### Port wiring

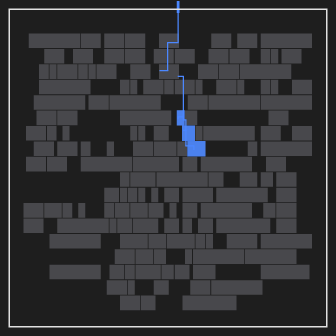
### Routing congestion

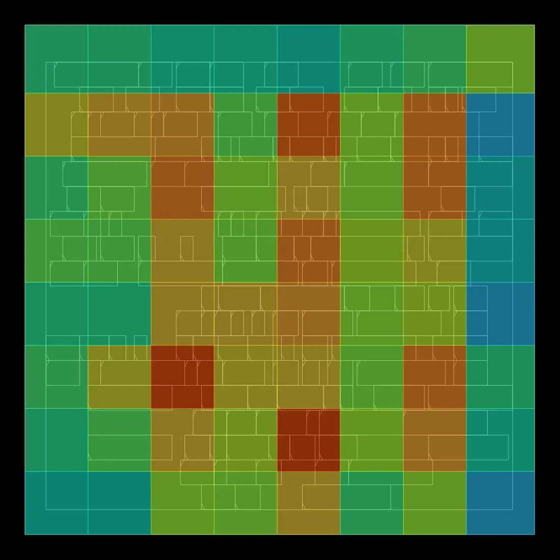
### The metal 1 layer

Supply wires on this layer in gray.
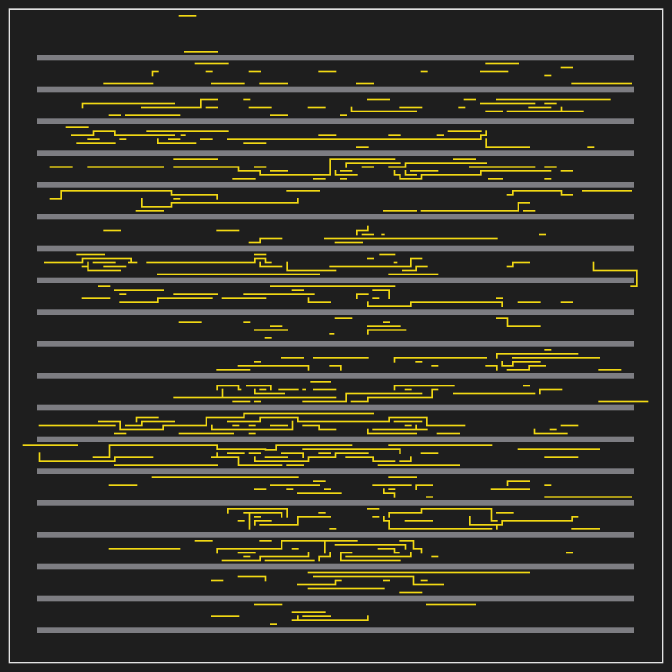
### Placement by cell class

Scale bar: 20 µm. Fill, decap, tap and diode cells in gray.
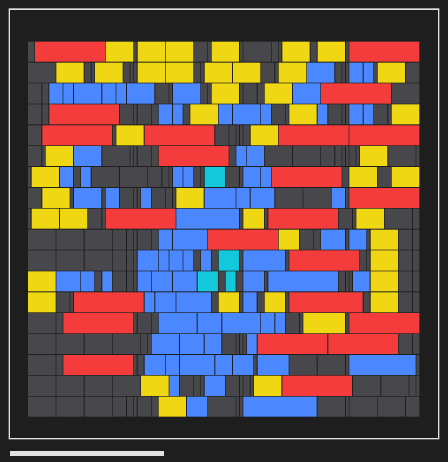
### Placement density heat map

The die is cut into 11 by 11 equal tiles; white is low, dark blue is high, 0 to 100% covered.
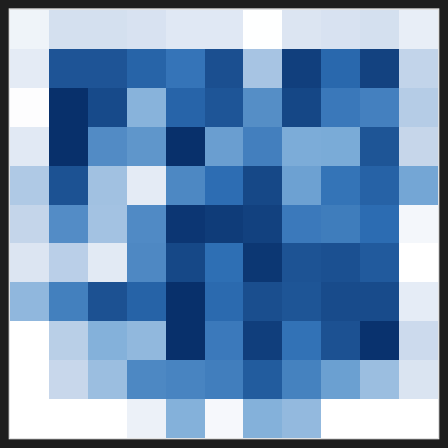
$ cat src/rtl/fifo_arb_ctrl.sv
// Two-producer round-robin write arbiter and fixed-latency read sequencer for a 16-deep FIFO.
// Build option: define FIFO_ARB_PRIO_EN for fixed priority (producer 0 wins ties).
module fifo_arb_ctrl #(
  parameter int DW     = 8,
  parameter int AW     = 4,
  parameter int RD_LAT = 1
) (
  input  logic          clk,
  input  logic          rst,
  input  logic          req0,
  input  logic [DW-1:0] din0,
  output logic          gnt0,
  input  logic          req1,
  input  logic [DW-1:0] din1,
  output logic          gnt1,
  input  logic          rd_req,
  output logic          rd_ack,
  output logic [DW-1:0] fifo_din,
  output logic          fifo_wr,
  output logic          fifo_rd,
  output logic [AW:0]   count,
  output logic          full,
  output logic          empty
);

  localparam logic [1:0]    R_IDLE   = 2'd0;
  localparam logic [1:0]    R_WAIT   = 2'd1;
  localparam logic [1:0]    R_ACK    = 2'd2;
  localparam int            LW       = (RD_LAT > 1) ? $clog2(RD_LAT) : 1;
  localparam logic [LW-1:0] LAT_LAST = LW'(RD_LAT - 1);
  localparam logic [AW:0]   DEPTH    = (AW+1)'(2**AW);

  logic [1:0]    state;
  logic [LW-1:0] lat;
  logic          grant_ok;
  logic          pick0;
  logic          pick1;
  logic          wr_nxt;
  logic          rd_nxt;
  logic [AW:0]   count_nxt;

`ifdef FIFO_ARB_PRIO_EN
  always_comb begin
    pick0 = req0;
    pick1 = req1 && !req0;
  end
`else
  // prefer1 set means producer 1 wins the next tie (producer 0 was granted last).
  logic prefer1;

  always_comb begin
    pick1 = req1 && (!req0 || prefer1);
    pick0 = req0 && !pick1;
  end

  always_ff @(posedge clk or negedge rst) begin
    if (!rst)        prefer1 <= 1'b0;
    else if (wr_nxt) prefer1 <= pick0;
  end
`endif

  // A grant in the previous cycle forces a gap cycle; full blocks all grants.
  always_comb begin
    grant_ok = !(gnt0 || gnt1) && !full;
    wr_nxt   = grant_ok && (req0 || req1);
    rd_nxt   = (state == R_IDLE) && rd_req && !empty;
    case ({wr_nxt, rd_nxt})
      2'b10:   count_nxt = count + (AW+1)'(1);
      2'b01:   count_nxt = count - (AW+1)'(1);
      default: count_nxt = count;
    endcase
  end

  always_ff @(posedge clk or negedge rst) begin
    if (!rst) begin
      gnt0     <= 1'b0;
      gnt1     <= 1'b0;
      fifo_wr  <= 1'b0;
      fifo_din <= '0;
    end else begin
      gnt0    <= grant_ok && pick0;
      gnt1    <= grant_ok && pick1;
      fifo_wr <= wr_nxt;
      if (grant_ok && pick0)      fifo_din <= din0;
      else if (grant_ok && pick1) fifo_din <= din1;
    end
  end

  always_ff @(posedge clk or negedge rst) begin
    if (!rst) begin
      count <= '0;
      full  <= 1'b0;
      empty <= 1'b1;
    end else begin
      count <= count_nxt;
      full  <= (count_nxt == DEPTH);
      empty <= (count_nxt == '0);
    end
  end

  // Read sequencer: rd strobe, RD_LAT wait cycles, then one ack cycle.
  always_ff @(posedge clk or negedge rst) begin
    if (!rst) begin
      state   <= R_IDLE;
      lat     <= '0;
      fifo_rd <= 1'b0;
      rd_ack  <= 1'b0;
    end else begin
      fifo_rd <= rd_nxt;
      rd_ack  <= (state == R_ACK);
      case (state)
        R_IDLE: begin
          lat <= '0;
          if (rd_nxt) state <= R_WAIT;
        end
        R_WAIT: begin
          if (lat == LAT_LAST) state <= R_ACK;
          else                 lat   <= lat + LW'(1);
        end
        R_ACK:   state <= R_IDLE;
        default: state <= R_IDLE;
      endcase
    end
  end

endmodule

$ cat config.mk
export PLATFORM = sky130hd
export DESIGN_NAME = fifo_arb_ctrl
export DESIGN_NICKNAME = d
export VERILOG_FILES = /design/src/rtl/fifo_arb_ctrl.sv
export SDC_FILE = /design/constraint.sdc
export NUM_CORES = 1
export LEC_CHECK = 0
export CAP_MARGIN = 20
export CORE_MARGIN = 2
export CORE_UTILIZATION = 44
export DETAILED_ROUTE_END_ITERATION = 12
export PLACE_DENSITY = 0.78
export SETUP_SLACK_MARGIN = 0.5
export SLEW_MARGIN = 15
export SYNTH_ARGS = -nofsm -noshare
export SYNTH_HDL_FRONTEND = slang
export SYNTH_SLANG_ARGS = --single-unit
$ cat constraint.sdc
create_clock -name clk -period 3.31 [get_ports clk]
set_input_delay 0.662 -clock clk [delete_from_list [all_inputs] [get_ports clk]]
set_output_delay 0.662 -clock clk [all_outputs]
set_load 0.03 [all_outputs]
==> Changelog: implementation <==
### Implementation results

* CTS sink count at 23
* Worst setup EP type: flip-flop
* Dpl ws at 0.0190 ns
* Min-delay src: fifo_din[3]$_DFFE_PN0P_
* Leakage at between 0.0007 and 0.0008 µW
* Initial drt markers at 25
* Syn_nets at about 130
* Fillcell total at ~190
* Post-route cell area at approximately 1700 µm²
* Crit path arrival time at 2.99 ns
* Clk. pwr at approximately 130 µW
* Worst path max stage delay at approximately 0.5 ns
* Cell type with the largest total area: dfrtp_1
* Width of the chip at about 56 µm
* Status: finished, final reports clean
* Worst Hold End: fifo_din[3]$_DFFE_PN0P_
* Setup TNS at 0 ns
* Least-Margin Pin Slew at roughly 0.58 ns
* Die height at approximately 56 µm
* Biggest Area Class: logic gates
* Cells in synth_stat.txt at approximately 110
* #MultiIn Comb at ~74
* Sequential share of power at 0.273
* Largest logic family: simple AND/OR/NAND/NOR gates
* Post-synth seq share at 0.489
* Largest register by flop count: fifo_din
* Met3 routed WL at around 110 µm
* RR Startpoint: gnt1$_DFF_PN0_
* M1 wire length at ~1.1 mm
* Yosys aoi share at 0.114
* CP Cell Sequence: clkdlybuf4s50_1 > nor4b_4 > ha_2 > buf_4 > ha_1 > or2_1 > o31a_1 > mux2i_2 > nor4bb_4
* DR pass1 iterations at 4
* Logic area at 586 µm²
* Final setup vio count at 0
* Largest net degree at the start of global routing at 24
* Max Cap Violations at 0
* EDFF count, synth at 0
* Cts hold-fix bufs at 0
* Post-DRT Antenna Nets at 0
* Top Family by Delay on Critical Path: simple AND/OR/NAND/NOR gates
* Period utilization at 0.835
## Picture notes: 'Port wiring'
legend:
  req1:
    color: blue
    bits: 1
    direction: input
    end_cells: 3
    buffers: 1
    wire: 31.3 µm
# port buffers: 40
I/O pins: 41

## Picture notes: 'Routing congestion'
met2 global-route usage: 0.267
gr usage total: 0.168
GR peak layer: met2
Core Util, Final: 0.676
met3 Resource Use GR: 0.0349

## Picture notes: 'The metal 1 layer'
longest straight run: 21.6 µm
wire length on this layer: 1070 µm
GR Util met1: 0.221
vias post-DR: 911
WL final: 2.44 mm

## Picture notes: 'Placement by cell class'
legend:
  remaining buffers and delay cells:
    color: yellow
    cells: 45
  sequential cells:
    color: red
    cells: 23
  clock drivers and dummy loads:
    color: cyan
    cells: 4
  combinational and other logic:
    color: blue
    cells: 79
Seq area share: 0.341
row count: 18
core box area: 2500 µm²

## Picture notes: 'Placement density heat map'
mean over tiles: 53%
nearly empty tiles: 9.1%
emptiest ninth of the die: bottom left
densest ninth of the die: middle
tiles over 75% full: 34%
fullest tile: 100%
fp util: 0.471

Power is estimated from default activity; no workload was simulated.
